### config.mk
export PLATFORM = sky130hd
export DESIGN_NAME = rs_pool
export DESIGN_NICKNAME = d
export VERILOG_FILES = /design/src/rtl/rs_pool.sv
export SDC_FILE = /design/constraint.sdc
export NUM_CORES = 1
export LEC_CHECK = 0
export CELL_PAD_IN_SITES_DETAIL_PLACEMENT = 0
export CELL_PAD_IN_SITES_GLOBAL_PLACEMENT = 1
export CORE_MARGIN = 2
export CORE_UTILIZATION = 48
export DETAILED_ROUTE_END_ITERATION = 8
export GPL_ROUTABILITY_DRIVEN = 0
export PLACE_DENSITY = 0.83
export RECOVER_POWER = 50
export SYNTH_ARGS = -nofsm -noshare
export SYNTH_HDL_FRONTEND = slang
export SYNTH_SLANG_ARGS = --single-unit
### constraint.sdc
create_clock -name clk -period 5.9 [get_ports clk]
set_clock_uncertainty 0.15 [all_clocks]
set_input_delay 1.475 -clock clk [delete_from_list [all_inputs] [get_ports clk]]
set_output_delay 1.475 -clock clk [all_outputs]
set_load 0.03 [all_outputs]
### src/rtl/rs_pool.sv
// rs_pool: reservation-station pool with CDB snooping, issue-time bypass and one dispatch per cycle; issue/dispatch/free act at the next edge.
// disp_ready low holds the presented entry; defining RS_POOL_AGE_ORDER_EN dispatches oldest-ready instead of lowest-index-ready.
module rs_pool #(
   parameter int NUM_ENTRIES = 4,
   parameter int TAG_WIDTH   = 4,
   parameter int DATA_WIDTH  = 32,
   parameter int TAG_BASE    = 1
) (
   input  logic                             clk,
   input  logic                             rst_n,
   input  logic                             issue_valid,
   input  logic [2:0]                       issue_op,
   input  logic [DATA_WIDTH-1:0]            issue_vj,
   input  logic [DATA_WIDTH-1:0]            issue_vk,
   input  logic [TAG_WIDTH-1:0]             issue_qj,
   input  logic [TAG_WIDTH-1:0]             issue_qk,
   output logic                             issue_ready,
   output logic [TAG_WIDTH-1:0]             issue_tag,
   input  logic                             cdb_valid,
   input  logic [TAG_WIDTH-1:0]             cdb_tag,
   input  logic [DATA_WIDTH-1:0]            cdb_data,
   output logic                             disp_valid,
   output logic [2:0]                       disp_op,
   output logic [DATA_WIDTH-1:0]            disp_vj,
   output logic [DATA_WIDTH-1:0]            disp_vk,
   output logic [TAG_WIDTH-1:0]             disp_tag,
   input  logic                             disp_ready,
   input  logic                             flush,
   output logic [NUM_ENTRIES-1:0]           busy_vec,
   output logic [$clog2(NUM_ENTRIES+1)-1:0] free_count
);
   localparam int IDX_W = (NUM_ENTRIES > 1) ? $clog2(NUM_ENTRIES) : 1;
   localparam int CNT_W = $clog2(NUM_ENTRIES + 1);

   typedef enum logic [1:0] {ST_FREE, ST_WAIT, ST_READY, ST_EXEC} st_t;

   st_t                   r_state [NUM_ENTRIES];
   logic [2:0]            r_op    [NUM_ENTRIES];
   logic [DATA_WIDTH-1:0] r_vj    [NUM_ENTRIES];
   logic [DATA_WIDTH-1:0] r_vk    [NUM_ENTRIES];
   logic [TAG_WIDTH-1:0]  r_qj    [NUM_ENTRIES];
   logic [TAG_WIDTH-1:0]  r_qk    [NUM_ENTRIES];

   st_t                   w_state_nxt [NUM_ENTRIES];
   logic [2:0]            w_op_nxt    [NUM_ENTRIES];
   logic [DATA_WIDTH-1:0] w_vj_nxt    [NUM_ENTRIES];
   logic [DATA_WIDTH-1:0] w_vk_nxt    [NUM_ENTRIES];
   logic [TAG_WIDTH-1:0]  w_qj_nxt    [NUM_ENTRIES];
   logic [TAG_WIDTH-1:0]  w_qk_nxt    [NUM_ENTRIES];

`ifdef RS_POOL_AGE_ORDER_EN
   // r_age[i][j] set means entry i was issued before entry j
   logic [NUM_ENTRIES-1:0] r_age     [NUM_ENTRIES];
   logic [NUM_ENTRIES-1:0] w_age_nxt [NUM_ENTRIES];
`endif

   logic [NUM_ENTRIES-1:0] w_free_vec;
   logic [NUM_ENTRIES-1:0] w_ready_vec;
   logic [NUM_ENTRIES-1:0] w_sel_ok;
   logic [CNT_W-1:0]       w_count;
   logic [IDX_W-1:0]       w_free_idx;
   logic [IDX_W-1:0]       w_disp_idx;
   logic                   w_cdb_hit;
   logic                   w_issue_fire;
   logic                   w_disp_valid;
   logic                   w_disp_fire;
   logic [DATA_WIDTH-1:0]  w_iss_vj;
   logic [DATA_WIDTH-1:0]  w_iss_vk;
   logic [TAG_WIDTH-1:0]   w_iss_qj;
   logic [TAG_WIDTH-1:0]   w_iss_qk;

   function automatic logic [TAG_WIDTH-1:0] tag_of(input logic [IDX_W-1:0] idx);
      return TAG_WIDTH'(TAG_BASE) + TAG_WIDTH'(idx);
   endfunction

   always_comb begin
      w_free_vec  = '0;
      w_ready_vec = '0;
      for (int i = 0; i < NUM_ENTRIES; i++) begin
         w_free_vec[i]  = (r_state[i] == ST_FREE);
         w_ready_vec[i] = (r_state[i] == ST_READY);
      end
   end

   always_comb begin
      w_count = '0;
      for (int i = 0; i < NUM_ENTRIES; i++)
         w_count = w_count + CNT_W'(w_free_vec[i]);
   end

   always_comb begin
      w_free_idx = '0;
      for (int i = NUM_ENTRIES - 1; i >= 0; i--)
         if (w_free_vec[i]) w_free_idx = IDX_W'(i);
   end

   always_comb begin
      w_sel_ok = w_ready_vec;
`ifdef RS_POOL_AGE_ORDER_EN
      for (int i = 0; i < NUM_ENTRIES; i++)
         for (int j = 0; j < NUM_ENTRIES; j++)
            if (j != i && w_ready_vec[j] && !r_age[i][j]) w_sel_ok[i] = 1'b0;
`endif
   end

   always_comb begin
      w_disp_idx = '0;
      for (int i = NUM_ENTRIES - 1; i >= 0; i--)
         if (w_sel_ok[i]) w_disp_idx = IDX_W'(i);
   end

   assign w_cdb_hit    = cdb_valid && (cdb_tag != '0);
   assign issue_ready  = (|w_free_vec) && !flush;
   assign issue_tag    = tag_of(w_free_idx);
   assign w_issue_fire = issue_valid && issue_ready;
   assign w_disp_valid = |w_ready_vec;
   assign w_disp_fire  = w_disp_valid && disp_ready && !flush;

   // A result broadcast in the issue cycle would otherwise be missed forever
   assign w_iss_vj = (w_cdb_hit && issue_qj == cdb_tag) ? cdb_data : issue_vj;
   assign w_iss_qj = (w_cdb_hit && issue_qj == cdb_tag) ? '0 : issue_qj;
   assign w_iss_vk = (w_cdb_hit && issue_qk == cdb_tag) ? cdb_data : issue_vk;
   assign w_iss_qk = (w_cdb_hit && issue_qk == cdb_tag) ? '0 : issue_qk;

   assign disp_valid = w_disp_valid;
   assign disp_op    = w_disp_valid ? r_op[w_disp_idx] : '0;
   assign disp_vj    = w_disp_valid ? r_vj[w_disp_idx] : '0;
   assign disp_vk    = w_disp_valid ? r_vk[w_disp_idx] : '0;
   assign disp_tag   = w_disp_valid ? tag_of(w_disp_idx) : '0;
   assign busy_vec   = ~w_free_vec;
   assign free_count = w_count;

   always_comb begin
      w_state_nxt = r_state;
      w_op_nxt    = r_op;
      w_vj_nxt    = r_vj;
      w_vk_nxt    = r_vk;
      w_qj_nxt    = r_qj;
      w_qk_nxt    = r_qk;
`ifdef RS_POOL_AGE_ORDER_EN
      w_age_nxt   = r_age;
`endif
      if (flush) begin
         for (int i = 0; i < NUM_ENTRIES; i++) w_state_nxt[i] = ST_FREE;
      end else begin
         for (int i = 0; i < NUM_ENTRIES; i++) begin
            case (r_state[i])
               ST_WAIT: begin
                  if (w_cdb_hit && r_qj[i] == cdb_tag) begin
                     w_vj_nxt[i] = cdb_data;
                     w_qj_nxt[i] = '0;
                  end
                  if (w_cdb_hit && r_qk[i] == cdb_tag) begin
                     w_vk_nxt[i] = cdb_data;
                     w_qk_nxt[i] = '0;
                  end
                  if (w_qj_nxt[i] == '0 && w_qk_nxt[i] == '0) w_state_nxt[i] = ST_READY;
               end
               ST_READY:
                  if (w_disp_fire && w_disp_idx == IDX_W'(i)) w_state_nxt[i] = ST_EXEC;
               ST_EXEC:
                  if (w_cdb_hit && cdb_tag == tag_of(IDX_W'(i))) w_state_nxt[i] = ST_FREE;
               default: ;
            endcase
         end
         if (w_issue_fire) begin
            w_op_nxt[w_free_idx]    = issue_op;
            w_vj_nxt[w_free_idx]    = w_iss_vj;
            w_vk_nxt[w_free_idx]    = w_iss_vk;
            w_qj_nxt[w_free_idx]    = w_iss_qj;
            w_qk_nxt[w_free_idx]    = w_iss_qk;
            w_state_nxt[w_free_idx] = (w_iss_qj == '0 && w_iss_qk == '0) ? ST_READY : ST_WAIT;
`ifdef RS_POOL_AGE_ORDER_EN
            for (int j = 0; j < NUM_ENTRIES; j++) begin
               w_age_nxt[j][w_free_idx] = 1'b1;
               w_age_nxt[w_free_idx][j] = 1'b0;
            end
`endif
         end
      end
   end

   always_ff @(posedge clk or negedge rst_n) begin
      if (!rst_n) begin
         for (int i = 0; i < NUM_ENTRIES; i++) begin
            r_state[i] <= ST_FREE;
            r_op[i]    <= '0;
            r_vj[i]    <= '0;
            r_vk[i]    <= '0;
            r_qj[i]    <= '0;
            r_qk[i]    <= '0;
`ifdef RS_POOL_AGE_ORDER_EN
            r_age[i]   <= '0;
`endif
         end
      end else begin
         r_state <= w_state_nxt;
         r_op    <= w_op_nxt;
         r_vj    <= w_vj_nxt;
         r_vk    <= w_vk_nxt;
         r_qj    <= w_qj_nxt;
         r_qk    <= w_qk_nxt;
`ifdef RS_POOL_AGE_ORDER_EN
         r_age   <= w_age_nxt;
`endif
      end
   end

endmodule

**Clock nets**

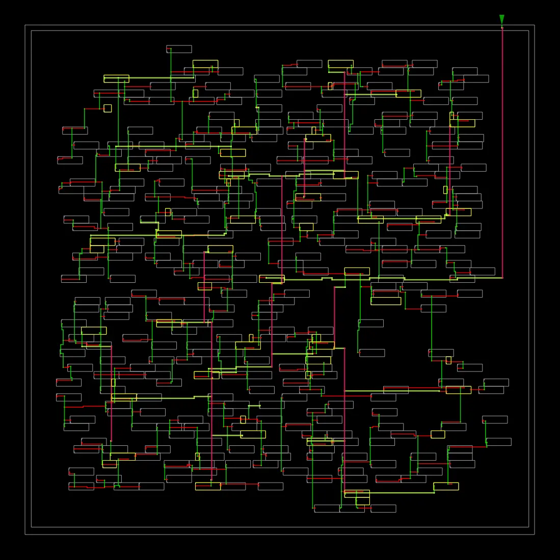
power in the clock group: 2070 uW
layout sequential cell count: 308

**Register map, names as in the netlist**

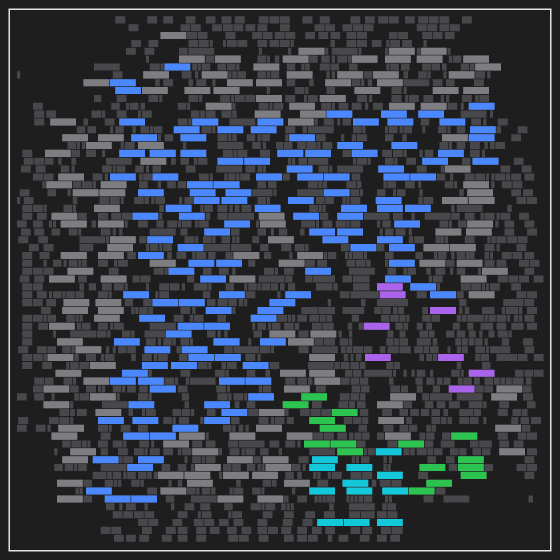
signal	colour	flops
r_state	purple	8
r_vk	blue	128
r_op	cyan	12
r_qj	green	16
register area: 7707 um^2
flip-flop and latch power: 3730 uW
final core utilization: 58.61%
sequential share of cell area: 39.51%

**Routed clock nets over the placement**

Bar = 50 um.
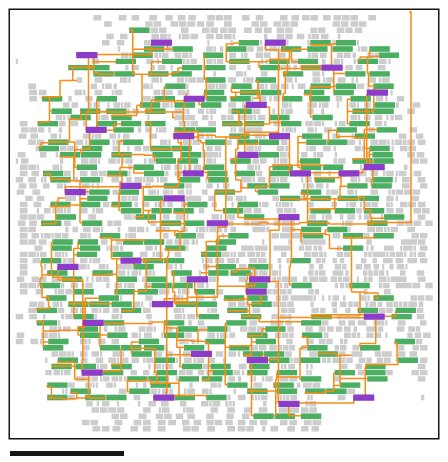
[cells driving clock nets] purple | count: 34
[clock wires] orange | length: 3940 um
[flip-flops] green | count: 308
routed clock nets	35
Insertion Delay late pin: 0.51 ns
share of power burned in the clock network: 22.4%

**Placement by cell class**

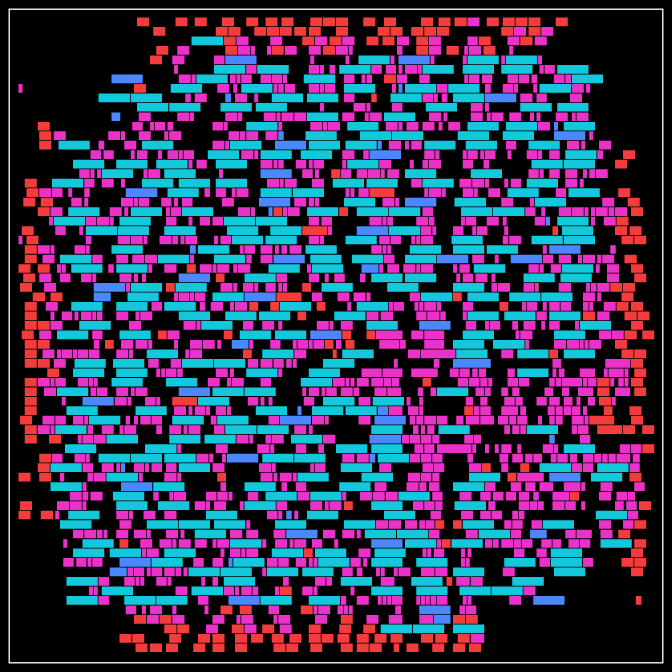
class	colour	cells	share of their area
clock drivers and dummy loads	blue	58	5.6%
flip-flops	cyan	308	41%
other buffers and delay cells	red	244	13%
all other logic	magenta	1071	41%
final design area excluding fillers: 19510 um^2
number of rows created at floorplan: 67

**Gate families picked out**

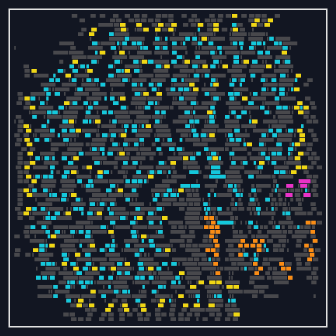
family	colour	cells	where
inverting AOI/OAI gates	cyan	433	widely spread
XOR/XNOR gates	orange	40	lower right
multiplexers	yellow	137	widely spread
adder and majority cells	magenta	5	middle right
fin cells: 2129
multi-input gate share of total cell area: 37.32%
most common cell after layout, fill and taps aside: dfrtp_1

==> Flow_metrics.wiki <==
== Implementation results ==
{| class="wikitable"
! Metric !! Value
|-
| Outcome || complete, but fails checks
|-
| Violated checks || capacitance limit, slew limit
|-
| Detail Placement HPWL || approximately 33000 um
|-
| Total power per unit cell area || about 470 nW/um^2
|-
| First-pass GRT wire length || roughly 85000 um
|-
| Residual antenna-violating net count after detailed routing || 0
|-
| Buffers on Ports || 198
|-
| Max-Cap Viols || 4
|-
| Fraction of met3 tracks used by global routing || 5.553%
|-
| Quantity of gates resized following cts || 0
|-
| Overall fraction of global-route tracks in use || between 30% and 40%
|-
| Most frequent cell after synthesis || dfrtp_1
|-
| Pin count of the biggest net entering global routing || roughly 120
|-
| Starting density of the core || between 40% and 50%
|-
| Count of inverters not on the clock network in the layout || between 100 and 150
|-
| Cell area after synthesis || 16080 um^2
|-
| Fin. max-slew vios || 231
|-
| Count of distinct cell types in the synthesized netlist || around 64
|-
| Share of synthesized area spent on multiplexers || under 10%
|-
| Multi-In Gates || a little over 900
|-
| Clock Root Buffer || clkbuf_16
|-
| Fraction of met2 tracks used by global routing || roughly half
|-
| Post-synthesis share of cell area spent on full adders, half adders and majority gates || less than 1%
|-
| First drt pass iteration count || 6
|-
| Total area of multi-input combinational cells || around 7300 um^2
|-
| Pre-CTS WS || 0.8574 ns
|-
| Fraction of the mapped netlist area in compound gates || around a quarter
|-
| Largest area contributor in the netlist || dfrtp_1
|-
| Slowest stage cell, crit path || clkbuf_1
|-
| Top cell class by occupied area || flip-flops and latches
|-
| Yosys synthesis warning count || 0
|-
| Biggest fanout along the worst timing path || 31
|-
| DIE AREA || 34980 um^2
|-
| Slew @ Worst Pin || ~3.1 ns
|-
| Worst r2r src || r_state[5]$_DFF_PN0_
|-
| Worst R2R Path Depth || 7
|-
| Data required, critical path || 6.10 ns
|-
| Startpoint type of the worst setup path || input port
|-
| H-tree level count || 2
|-
| Commonest cells post-synth || dfrtp_1 (308), a221oi_1 (198), nor2_1 (172), inv_1 (135), mux2i_1 (131)
|-
| Sum of negative setup slack || 0 ns
|-
| Setup-violating endpoint count in the final report || 0
|-
| Layout cell share with drive strength beyond 1 || 8.150%
|-
| Total chip power || between 9000 and 10000 uW
|-
| Instance count of the mapped netlist || between 1.5k and 2k
|-
| Via count of the first global-routing pass || between 10k and 15k
|-
| Area fraction of clock buffers and clock inverters || under 10%
|-
| Die Wd || 187.0 um
|-
| Core footprint || roughly 33000 um^2
|-
| Buffers, non-clock || around 240
|-
| Worst setup EP type || flip-flop
|-
| Total wirelength of the detailed-routed design || between 50000 and 60000 um
|-
| Dominant flop cell || dfrtp_1
|-
| Area growth, synth to finish || 21.33%
|-
| Post-synthesis area per instance || 10.52 um^2
|-
| Placed cell areas || approximately 18000 um^2
|-
| Crit Path Category || input port to flip-flop
|-
| Layout non-clock buf frac || between 10 and 15%
|-
| Worst setup path end || r_vj[90]$_DFFE_PN0N_
|-
| Yosys stat chip area || roughly 16000 um^2
|}
metal layers:
layer / wire [um] / vias up
met5: 0 / -
met4: 1776 / 0
met3: 5042 / 108
met2: 25420 / 895
met1: 22180 / 7431
li1: - / 6217
worst max-delay path: cells and delay by family:
family | cells | cell delay, ns
buf+inv | 3 | 2.22
simple gates | 2 | 0.90
compound gates | 2 | 0.85
layout by cell type (no fill, tap or decap), types with 24 or more instances in the layout:
cell             instances
a21oi_1                 83
a221oi_1               198
a222oi_1               128
a32o_1                  28
buf_4                   36
clkbuf_16               35
clkdlybuf4s50_1        190
dfrtp_1                308
inv_1                  135
mux2i_1                131
nand2_1                 26
nor2_1                 169
xnor2_1                 24
worst min path at each step:
stage / slack [ns] / from / endpoint / depth (start not counted)
6_report: 0.33 / r_op[5]$_DFFE_PN0P_ / r_op[5]$_DFFE_PN0P_ / 2
5_1_grt: 0.35 / r_op[5]$_DFFE_PN0P_ / r_op[5]$_DFFE_PN0P_ / 2
4_1_cts: 0.33 / r_op[5]$_DFFE_PN0P_ / r_op[5]$_DFFE_PN0P_ / 2
3_5_place_dp: 0.31 / r_op[5]$_DFFE_PN0P_ / r_op[5]$_DFFE_PN0P_ / 2
3_3_place_gp: 0.31 / r_op[5]$_DFFE_PN0P_ / r_op[5]$_DFFE_PN0P_ / 2
2_1_floorplan: 0.29 / r_op[10]$_DFFE_PN0P_ / r_op[10]$_DFFE_PN0P_ / 2
state kept, by name, summed over array words and instances (netlist names):
signal / flops
r_vj: 128
r_qk: 16
r_qj: 16
r_state: 8
r_op: 12
r_vk: 128
where the power goes:
part | total (uW) | internal [uW] | switching (uW)
Clock | 2070 | 1210 | 863
Combinational | 3430 | 1580 | 1850
Sequential | 3730 | 3130 | 608
Total | 9240 | 5910 | 3320
Power and IR drop assume default switching activity.
